Figure 1. Signal wires on met4.
Bar = 20 um.
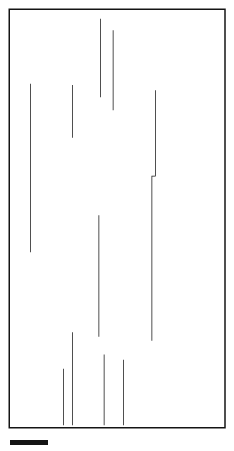
Figure 2. Placement by cell class.
Bar = 20 um. Fill, decap, tap and diode cells in gray.
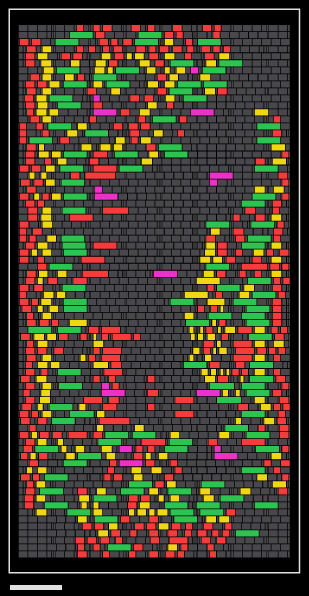
Figure 3. Cell placement.
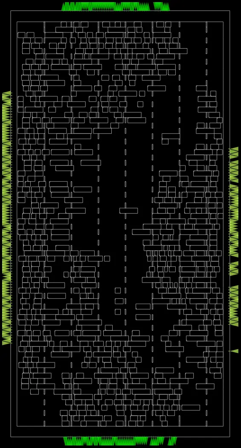
Figure 4. Gate-type map.
Bar = 20 um.
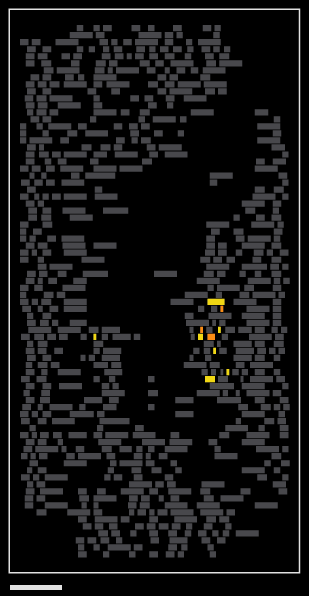
Figure 5. Wiring by layer.
Bar = 20 um.
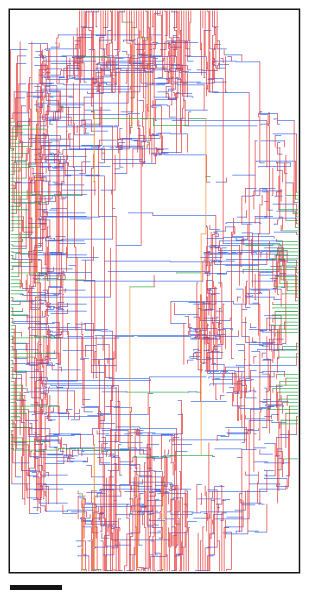
## src/rtl/eta_adder_arbiter.sv

```systemverilog
// Round-robin front end that shares one external error-tolerant adder between two
// requesters, holding operands for a multicycle settle window before capturing the sum.
//
// state   | meaning
// IDLE    | arbitrating; the winner's ready is high and its pair is accepted on the edge
// SETTLE  | operands held on the adder, counting down the settle window
// RESP    | captured sum presented on the response port until handshake
module eta_adder_arbiter #(
  parameter int WIDTH         = 32,
  parameter int SETTLE_CYCLES = 1
) (
  input  logic             clk_i,
  input  logic             rst_ni,
  input  logic             req0_valid_i,
  output logic             req0_ready_o,
  input  logic [WIDTH-1:0] req0_add1_i,
  input  logic [WIDTH-1:0] req0_add2_i,
  input  logic             req1_valid_i,
  output logic             req1_ready_o,
  input  logic [WIDTH-1:0] req1_add1_i,
  input  logic [WIDTH-1:0] req1_add2_i,
  output logic [WIDTH-1:0] adder_add1_o,
  output logic [WIDTH-1:0] adder_add2_o,
  input  logic [WIDTH:0]   adder_result_i,
  output logic             rsp_valid_o,
  input  logic             rsp_ready_i,
  output logic [WIDTH:0]   rsp_result_o,
  output logic             rsp_src_o,
  output logic             busy_o
);

  if (SETTLE_CYCLES < 1 || SETTLE_CYCLES > 15) begin : g_settle_range
    $error("eta_adder_arbiter: SETTLE_CYCLES must be in 1..15");
  end

  localparam logic [1:0] ST_IDLE   = 2'd0;
  localparam logic [1:0] ST_SETTLE = 2'd1;
  localparam logic [1:0] ST_RESP   = 2'd2;

  localparam logic [3:0] SETTLE_LOAD = 4'(SETTLE_CYCLES);

  logic [1:0] state;
  logic [3:0] cnt;
  logic       last_grant;
  logic       grant;
  logic       grant_vld;

  // Contention goes to whoever did not win last; a lone requester always wins.
  always_comb begin
    grant     = 1'b0;
    grant_vld = 1'b0;
    if (state == ST_IDLE) begin
      if (req0_valid_i && req1_valid_i) begin
        grant     = ~last_grant;
        grant_vld = 1'b1;
      end else if (req0_valid_i) begin
        grant     = 1'b0;
        grant_vld = 1'b1;
      end else if (req1_valid_i) begin
        grant     = 1'b1;
        grant_vld = 1'b1;
      end
    end
  end

  assign req0_ready_o = grant_vld && !grant;
  assign req1_ready_o = grant_vld && grant;
  assign busy_o       = (state != ST_IDLE);

  always_ff @(posedge clk_i or negedge rst_ni) begin
    if (!rst_ni) begin
      state        <= ST_IDLE;
      cnt          <= 4'd0;
      last_grant   <= 1'b1;
      adder_add1_o <= '0;
      adder_add2_o <= '0;
      rsp_result_o <= '0;
      rsp_src_o    <= 1'b0;
      rsp_valid_o  <= 1'b0;
    end else begin
      case (state)
        ST_IDLE: begin
          if (grant_vld) begin
            adder_add1_o <= grant ? req1_add1_i : req0_add1_i;
            adder_add2_o <= grant ? req1_add2_i : req0_add2_i;
            rsp_src_o    <= grant;
            last_grant   <= grant;
            cnt          <= SETTLE_LOAD;
            state        <= ST_SETTLE;
          end
        end
        ST_SETTLE: begin
          cnt <= cnt - 4'd1;
          // Capture on the last edge of the window; the carry bit passes through untouched.
          if (cnt == 4'd1) begin
            rsp_result_o <= adder_result_i;
            rsp_valid_o  <= 1'b1;
            state        <= ST_RESP;
          end
        end
        ST_RESP: begin
          if (rsp_ready_i) begin
            rsp_valid_o <= 1'b0;
            state       <= ST_IDLE;
          end
        end
        default: begin
          rsp_valid_o <= 1'b0;
          state       <= ST_IDLE;
        end
      endcase
    end
  end

endmodule

```

## config.mk

```make
export PLATFORM = sky130hd
export DESIGN_NAME = eta_adder_arbiter
export DESIGN_NICKNAME = d
export VERILOG_FILES = /design/src/rtl/eta_adder_arbiter.sv
export SDC_FILE = /design/constraint.sdc
export NUM_CORES = 1
export LEC_CHECK = 0
export ABC_CLOCK_PERIOD_IN_PS = 1500
export CELL_PAD_IN_SITES_DETAIL_PLACEMENT = 1
export CELL_PAD_IN_SITES_GLOBAL_PLACEMENT = 2
export CORE_ASPECT_RATIO = 2
export CORE_MARGIN = 3
export CORE_UTILIZATION = 20
export DETAILED_ROUTE_END_ITERATION = 12
export GPL_TIMING_DRIVEN = 1
export HOLD_SLACK_MARGIN = 0.02
export PLACE_DENSITY = 0.74
export SLEW_MARGIN = 10
export SYNTH_ARGS = -nofsm -noshare
export SYNTH_HDL_FRONTEND = slang
export SYNTH_SLANG_ARGS = --single-unit
```

## constraint.sdc

```tcl
create_clock -name clk_i -period 1.5 [get_ports clk_i]
set_input_delay 0.15 -clock clk_i [delete_from_list [all_inputs] [get_ports clk_i]]
set_output_delay 0.15 -clock clk_i [all_outputs]
set_load 0.05 [all_outputs]
```

==> results.ini <==
[status]
status=finished, violations left
violations=negative setup slack

[critical_path]
crit_buf_inv=2
cp_slowest_cell=dfstp_2
crit_fanout=10
crit_type=reg -> reg
worstPathArrival_ns=1.87
r2r_slack_ns=-0.13
r2r_start=last_grant
critPathCapture=adder_add2_o[12]
cpPeakStageDelay_ns=0.39
start_kind=register
r2r_cells=5
crit_required_ns=1.74
crit_family=buffers and inverters
cp-startpoint=last_grant
r2r-end=adder_add2_o[12]
crit_cells=5
crit_path_end_kind=register

[final_layout]
largest_register=rsp_result_o
drive_gt1_frac=0.416
largestClassByArea=non-clock buffers
area_growth_pct=90.0
nNonClkInverters=3
clk_share=0.0339
nClkBuffers=10
lay_top_cells=clkdlybuf4s50_1, buf_4, dfrtp_1, a221o_1, and3_4
final_area_um2=8530
area_share_nonclk_buffers=0.387
largestRegisters=rsp_result_o: 33 flops, adder_add1_o: 32 flops, adder_add2_o: 32 flops
seqCellArea_um2=2660
nets=807
nFillCells=2329
comb_area_um2=1920
antenna_cells=0
signal_buffers=325

[power_and_ir_drop]
swShare=0.478
maxPowerGroup=combinational cells
powerComb_mw=13.1
p_int_mw=10.8
power_mw=20.7
p_comb_frac=0.632
p_leak_nw=3.82
seq_power_share=0.254
p_clk_frac=0.114
seq_cell_power_mw=5.24
clock_power_mw=2.35
power_switching_mw=9.87
power.density_nw_per_um2=2420

[final_timing]
skew_ns=0.0111
period_used_share=1.08
tns_ns=-7.61
min_period_ns=1.63
rsz0062_at_grt=yes
relSlewSlack=0.689
tightest_slew_ns=0.467
timing.hold.ws_ns=0.216
setup_slack_ns=-0.126
drv_slew=0
finalHoldViolations=0
final-setup-viol-count=94

[clock_tree]
cts-root-buf=clkbuf_16
cts_buffer_depth=2
tritoncts=done
clkTransAtPathRegs_ns=0.08
cts.sink_count=106
clock_latency_ns=0.37
cts_buffers=9
cts.hold.buffers_added=1
post_cts_buffers=14
cts.htree.levels=3

[floorplanning]
chip_area_um2=24400
fp_util=0.206
die_x_um=112
io_pins=268
die_height_um=218

[logic_synthesis]
synth.largest_area_cell=dfrtp_1
yosysChipArea_um2=4490
synth.area.mux_share=0.0850
synth.distinct_cells=29
logic_family=AND-OR/OR-AND gates
simple_gate_share=0.113
synth_area_um2=4490
synth-edff-count=0
synth_nets=502
synth-xor-area-share=0
ys_sh_aoi=0.159
ys_ff=106
ys.flop_type=dfrtp_1
top_cell_area_share=0.585
ys_cells=334
syn_inst=334
top_cells_by_count=dfrtp_1, a221o_1, and3_1, mux2_2, clkbuf_1
seq_area_frac_synth=0.591
postSynthAreaPerCell_um2=13.4
async_flop_share=1.00
yosys.cell_count.top_type=dfrtp_1
yosysWarnings=0
area_leaders=dfrtp_1, a221o_1, and3_1, mux2_2, buf_6
synth.cellmix.adderShare=0.00558

[global_routing]
grt_max_degree=52
met2_usage=0.295
top_usage_layer=met2
grt_pass1_wl_um=27600
grt_pass1_vias=4731
use_met3=0.0389
grt_overflow=0
met1_usage=0.145

[drt]
drtIter0Drc=135
met2WireLength_um=11600
drc=0
ant_nets=0
routed_via_density=4.64
drtPass1Iterations=4
top_layer=met4
wl_met3_um=1070

[placed_design]
hpwl_um=13300
dp_cells=863
dp_slack_ns=-0.167
placed_cell_area_um2=7360
io_buffer_count=267

[hold_path]
hold_class=in -> async

[run]
cap_viol_max_count=0
warnings=29

About Figure 1:
share of all routed wire	2.7%
wire length on this layer	541 um
nets with wire on the layer	9
longest straight run	87.7 um
main direction	vertical
final WL: 19900 um
via count: 4258

About Figure 2:
color	class	cells	share of their area
red	remaining buffers and delay cells	325	40%
magenta	clock drivers and dummy loads	16	3.5%
yellow	remaining logic cells	197	24%
green	registers	106	32%
core area: 21800 um2
Rows: 76
sequential portion of the cell area: 0.312

About Figure 3:
non-filler cells, final: 917
Tapcells: 273
FFs & Latches: 106
final core occ: 0.392

About Figure 4:
color	family	cells
orange	inv cells	3
yellow	nor cells	7
Comb area share: 0.226
most frequent logic cell in the layout: clkdlybuf4s50_1

About Figure 5:
color	layer	wire length
blue	M1	6650 um
orange	M4	541 um
red	M2	11600 um
green	M3	1070 um
post-DR wirelength/cell: 21.7 um
GRT Total Usage: 0.149

